==> images/sizes.png <==
Scale: 1.5 px per micron.
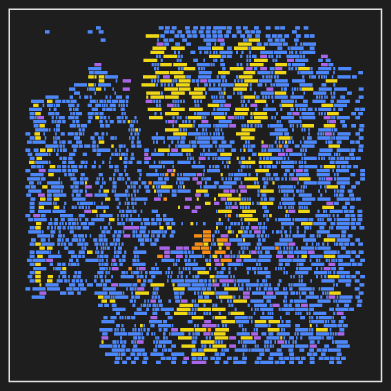
==> images/congestion.png <==
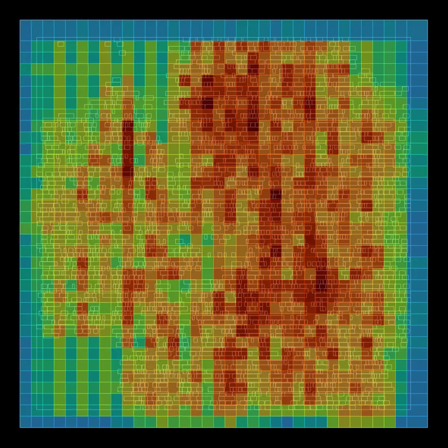
==> images/layer_met1.png <==
Scale: 2 px per micron.
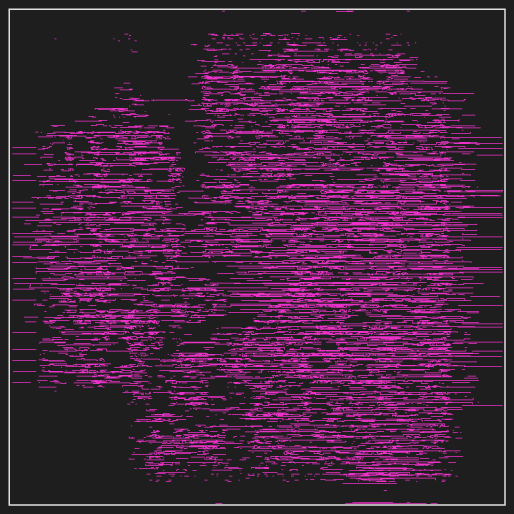
==> images/placement_by_type.png <==
Scale: 1.5 px per micron.
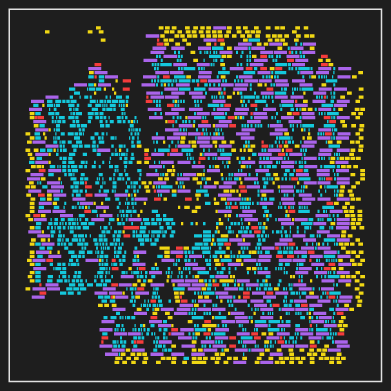
[src/rtl/brick_pkg.sv]
// brick_pkg: shared geometry defaults, FSM states, level patterns and popcount
// for the brick_collider block.
package brick_pkg;
  localparam int DEF_COLS = 20;
  localparam int DEF_ROWS = 15;
  localparam int DEF_CELL_SHIFT = 5;
  localparam int DEF_BALL_R = 10;
  localparam int DEF_SCR_W = 640;
  localparam int DEF_SCR_H = 480;
  localparam int DEF_SLIDER_HW = 50;
  localparam int DEF_SLIDER_HH = 20;
  localparam int DEF_SCORE_W = 16;
  localparam int GRID = DEF_COLS * DEF_ROWS;
  typedef enum logic [2:0] {IDLE, PROBE_L, PROBE_R, PROBE_U, PROBE_D, REPORT} state_e;
  // level 0: rows 1-4 full; level 1: rows 2-3 full; level 2: rows 0 and 5 full
  localparam logic [GRID-1:0] LEVEL0 = {200'b0, {80{1'b1}}, 20'b0};
  localparam logic [GRID-1:0] LEVEL1 = {220'b0, {40{1'b1}}, 40'b0};
  localparam logic [GRID-1:0] LEVEL2 = {180'b0, {20{1'b1}}, 80'b0, {20{1'b1}}};
  function automatic int popcount(input logic [GRID-1:0] v);
    popcount = 0;
    for (int i = 0; i < GRID; i++) popcount += int'(v[i]);
  endfunction
endpackage

[src/rtl/brick_probe.sv]
// brick_probe: maps a signed 11-bit probe point to a grid cell index and
// flags whether that cell lies inside the grid.
module brick_probe #(
  parameter int COLS = 20,
  parameter int ROWS = 15,
  parameter int CELL_SHIFT = 5
) (
  input  logic [10:0]                     px_i,
  input  logic [10:0]                     py_i,
  output logic [$clog2(COLS*ROWS)-1:0]    idx_o,
  output logic                            in_range_o
);
  logic [10:0] col, row;
  assign col = px_i >> CELL_SHIFT;
  assign row = py_i >> CELL_SHIFT;
  assign in_range_o = !px_i[10] && !py_i[10] && int'(col) < COLS && int'(row) < ROWS;
  assign idx_o = ($clog2(COLS*ROWS))'(int'(col) + int'(row) * COLS);
endmodule

[src/rtl/brick_collider.sv]
// brick_collider: probes the four sides of a latched ball position against the
// brick grid, walls and slider, clearing and scoring hit bricks one probe per cycle.
module brick_collider import brick_pkg::*; #(
  parameter int COLS = DEF_COLS,
  parameter int ROWS = DEF_ROWS,
  parameter int CELL_SHIFT = DEF_CELL_SHIFT,
  parameter int BALL_R = DEF_BALL_R,
  parameter int SCR_W = DEF_SCR_W,
  parameter int SCR_H = DEF_SCR_H,
  parameter int SLIDER_HW = DEF_SLIDER_HW,
  parameter int SLIDER_HH = DEF_SLIDER_HH,
  parameter int SCORE_W = DEF_SCORE_W
) (
  input  logic                             clk,
  input  logic                             rst,
  input  logic [1:0]                       iLevel,
  input  logic                             iLoad,
  input  logic                             iTick,
  input  logic [9:0]                       iBall_x,
  input  logic [9:0]                       iBall_y,
  input  logic [9:0]                       iSlider_x,
  input  logic [9:0]                       iSlider_y,
  output logic [COLS*ROWS-1:0]             oState_flag,
  output logic [3:0]                       oCrash,
  output logic                             oCrash_valid,
  output logic                             oBallDie,
  output logic [SCORE_W-1:0]               oScore,
  output logic [$clog2(COLS*ROWS+1)-1:0]   oBlocks_left,
  output logic                             oLevel_clear,
  output logic                             oBusy
);
  localparam int N = COLS * ROWS;
  localparam int IW = $clog2(N);
  localparam int CW = $clog2(N + 1);
  localparam logic [N-1:0] PAT0 = N'(LEVEL0);
  localparam logic [N-1:0] PAT1 = N'(LEVEL1);
  localparam logic [N-1:0] PAT2 = N'(LEVEL2);
  localparam int CNT0 = popcount(GRID'(PAT0));
  localparam int CNT1 = popcount(GRID'(PAT1));
  localparam int CNT2 = popcount(GRID'(PAT2));
  state_e state_q;
  logic [N-1:0] flag_q, load_pat;
  logic [CW-1:0] left_q, load_cnt;
  logic [SCORE_W-1:0] score_q, score_d;
  logic [3:0] crash_q, wall;
  logic [2:0] hits_q;
  logic valid_q, die_q, in_range, hit, slider;
  logic [9:0] bx_q, by_q, sx_q, sy_q;
  logic [10:0] px, py;
  logic [IW-1:0] idx;
  int bx, by, sx, sy;
  assign bx = int'(bx_q);
  assign by = int'(by_q);
  assign sx = int'(sx_q);
  assign sy = int'(sy_q);
  assign px = 11'(state_q == PROBE_L ? bx - BALL_R - 1 : state_q == PROBE_R ? bx + BALL_R + 1 : bx);
  assign py = 11'(state_q == PROBE_U ? by - BALL_R - 1 : state_q == PROBE_D ? by + BALL_R + 1 : by);
  brick_probe #(.COLS(COLS), .ROWS(ROWS), .CELL_SHIFT(CELL_SHIFT)) u_probe (
    .px_i(px), .py_i(py), .idx_o(idx), .in_range_o(in_range)
  );
  assign hit = state_q inside {PROBE_L, PROBE_R, PROBE_U, PROBE_D} && in_range && flag_q[idx];
  // slider top edge is a 3-px catch window so a fast ball still registers
  assign slider = by + BALL_R >= sy - SLIDER_HH && by + BALL_R <= sy - SLIDER_HH + 2 &&
                  bx + BALL_R - 1 >= sx - SLIDER_HW && bx - BALL_R + 1 <= sx + SLIDER_HW;
  assign wall = {bx <= BALL_R, bx >= SCR_W - BALL_R, by <= BALL_R, slider};
  assign score_d = &score_q ? score_q : score_q + 1'b1;
  assign load_pat = iLevel == 2'd0 ? PAT0 : iLevel == 2'd1 ? PAT1 : PAT2;
  assign load_cnt = iLevel == 2'd0 ? CW'(CNT0) : iLevel == 2'd1 ? CW'(CNT1) : CW'(CNT2);
  always_ff @(posedge clk or posedge rst) begin
    if (rst) begin
      state_q <= IDLE;
      flag_q <= PAT0;
      left_q <= CW'(CNT0);
      score_q <= '0;
      crash_q <= '0;
      hits_q <= '0;
      valid_q <= 1'b0;
      die_q <= 1'b0;
      bx_q <= '0;
      by_q <= '0;
      sx_q <= '0;
      sy_q <= '0;
    end else if (iLoad) begin
      state_q <= IDLE;
      flag_q <= load_pat;
      left_q <= load_cnt;
      valid_q <= 1'b0;
    end else begin
      valid_q <= state_q == PROBE_D;
      if (hit) begin
        flag_q[idx] <= 1'b0;
        left_q <= left_q - 1'b1;
        score_q <= score_d;
      end
      if (state_q inside {PROBE_L, PROBE_R, PROBE_U}) hits_q <= {hits_q[1:0], hit};
      if (state_q == PROBE_D) begin
        crash_q <= {hits_q, hit} | wall;
        die_q <= by > SCR_H - BALL_R;
      end
      if (state_q == IDLE && iTick) begin
        bx_q <= iBall_x;
        by_q <= iBall_y;
        sx_q <= iSlider_x;
        sy_q <= iSlider_y;
      end
      state_q <= state_q == IDLE ? (iTick ? PROBE_L : IDLE) :
                 state_q == REPORT ? IDLE : state_e'(state_q + 3'd1);
    end
  end
  assign oState_flag = flag_q;
  assign oCrash = crash_q;
  assign oCrash_valid = valid_q;
  assign oBallDie = die_q;
  assign oScore = score_q;
  assign oBlocks_left = left_q;
  assign oLevel_clear = left_q == '0;
  assign oBusy = state_q != IDLE;
endmodule

[config.mk]
export PLATFORM = sky130hd
export DESIGN_NAME = brick_collider
export DESIGN_NICKNAME = d
export VERILOG_FILES = /design/src/rtl/brick_pkg.sv /design/src/rtl/brick_probe.sv /design/src/rtl/brick_collider.sv
export SDC_FILE = /design/constraint.sdc
export NUM_CORES = 1
export LEC_CHECK = 0
export CAP_MARGIN = 20
export CORE_MARGIN = 10
export CORE_UTILIZATION = 40
export CTS_BUF_LIST = sky130_fd_sc_hd__clkbuf_8
export DETAILED_ROUTE_END_ITERATION = 12
export GPL_TIMING_DRIVEN = 0
export PLACE_DENSITY = 0.62
export SYNTH_ARGS = -nofsm -noshare
export SYNTH_HDL_FRONTEND = slang
export SYNTH_HIERARCHICAL = 1
export SYNTH_SLANG_ARGS = --single-unit
[constraint.sdc]
create_clock -name clk -period 13.25 [get_ports clk]
set_clock_uncertainty 0.1 [all_clocks]
set_input_delay 2.65 -clock clk [delete_from_list [all_inputs] [get_ports clk]]
set_output_delay 2.65 -clock clk [all_outputs]
set_load 0.05 [all_outputs]
==> results.yml <==
# physical design summary
outcome:
  status: "finished clean"
die:
  tap_cells: 680
  fp_util_pct: 40.3
  die_y_microns: 247
  top_level_ports: 379
  die_area_sq_mm: 0.0611
routing:
  drt_iter0_drc: 1763
  ant_nets: 0
  drc: 0
  viasPerCell: 5.81
cells_and_area:
  buffer_area_share_pct: 17.6
  largest_reg_flops: 300
  logic_area_sq_mm: 0.0102
  inv_count: 33
  comb_share_pct: 37.9
  clock_buffers: 89
  drive_gt1_share_pct: 14.9
  fill_cells: 4709
  final_net_count: 2629
  clkCellAreaFrac_pct: 5.39
run:
  maxCapViolations: 0
  log.warning_count: 45
critical_path:
  reg2regPathDepth: 28
  r2r_setup_slack_ns: 5.01
  cp-endpoint: "oState_flag[241]"
  cp_top_family: "buffers and inverters"
  critPathMaxStageDelay_ns: 0.75
  critPathKind: "reg2reg"
  timing.critical_path.buf_inv: 8
  worstSetupStartpointType: "flip-flop"
  crit_arrival_ns: 8.67
  slowest_stage: "clkbuf_1"
  critical_path_required_ns: 13.68
  crit_path_start: "bx_q[1]"
  path_depth: 28
synthesis:
  syn_inst: 2048
  netlist_area_sq_mm: 0.0206
  yosysWarningCount: 6
  avgSynthCellArea_sq_um: 10.1
place:
  place_inst: 3114
  dp_hpwl_mm: 62.9
  io_buffers: 377
  pre_cts_ws_ns: 5.12
power_and_ir_drop:
  power.total_mw: 4.74
  max-vdd-ir-drop_mv: 0.148
  power-per-cell-area_mw_per_mm2: 176
global_route:
  first_global_vias: 18900
  grt_pass1_wl_mm: 123
  grt-ovfl-total: 0
  antenna_found_initial: 1
hold_path:
  min_from: "oScore[12]"
  whs_path_depth: 1
  min_path_type: "reg2reg"
  worstHoldEndpoint: "oScore[12]"
timing:
  fin_crit_ns: 8.24
  finalHoldViolCount: 0
  rsz0062_at_grt: "false"
  slew_headroom_pct: 26.4
  worst_pin_slew_ns: 1.10
  setup-violations-final: 0
  fmax_mhz: 121
  hold_slack_ns: 0.391
cts:
  cts_max_level: 3
  cts_tree: "done"
  cts_num_sinks: 377
  cts_resized: 0
  cts-root-buf: "clkbuf_8"
  cts_buffers: 69
  clk_pin_slew_ns: 0.06
  cts_setup_buffers: 0
  clockBufferDepth: 3
-- sizes.png (at the start) --
size	colour	cells
_0 and _1 cells	blue	2181
_6 and larger	purple	120
_2 cells	yellow	238
_3 and _4 cells	orange	23
area delta synth->final: 30.3%
Non-CTS buffers: 551
final worst slack: 5.01 ns
Layout Cell Area excl Fill: 0.0269 sq mm

-- congestion.png (at the start) --
GRT busiest layer: met2
routed len/inst: 26.0 microns
M3 GR Usage: 7.65%

-- layer_met1.png (at the start) --
nets with wire on the layer	2383
longest straight run	81.0 microns
share of all routed wire	37%
met1 Track Usage GR: 31.3%
DRT Wirelength: 84.2 mm
Vias: 18.8k

-- placement_by_type.png (at the start) --
class	colour	cells
clock drivers and dummy loads	red	128
other buffers and delay cells	yellow	551
flops	purple	377
combinational and other logic	cyan	1506
Seq/total area: 35.4%
Core ar.: 0.0512 sq mm
final core occ: 52.5%
standard-cell row count: 83

routing by layer:
metal	vias to the layer above	global-route usage, %	share of wire, %
met2	1029	45.0	48
met5	-	0	0
met1	9329	31.3	37
met3	202	7.65	10
met4	0	12.0	4.4
li1	8289	-	-
placed cells by master, fill, tap and decap left out, types with 31 or more instances in the layout:
cell	n
o21ai_0	34
mux4_2	58
nor3_1	36
xnor2_1	56
nand3_1	32
nor2_1	76
dfrtp_1	295
mux2_2	45
dfstp_2	82
a21oi_1	442
inv_1	51
clkbuf_8	89
xor2_1	50
clkbuf_1	111
mux2i_1	41
a22oi_1	31
clkdlybuf4s50_1	377
ha_1	76
nand2_1	248
power breakdown:
group          switching, mW  internal, mW  total [mW]
sequential            0.0915          1.25        1.35
clock                  0.541         0.630        1.17
combinational           1.49         0.735        2.23
No activity file was given, so power comes from the tool's default toggle rates.
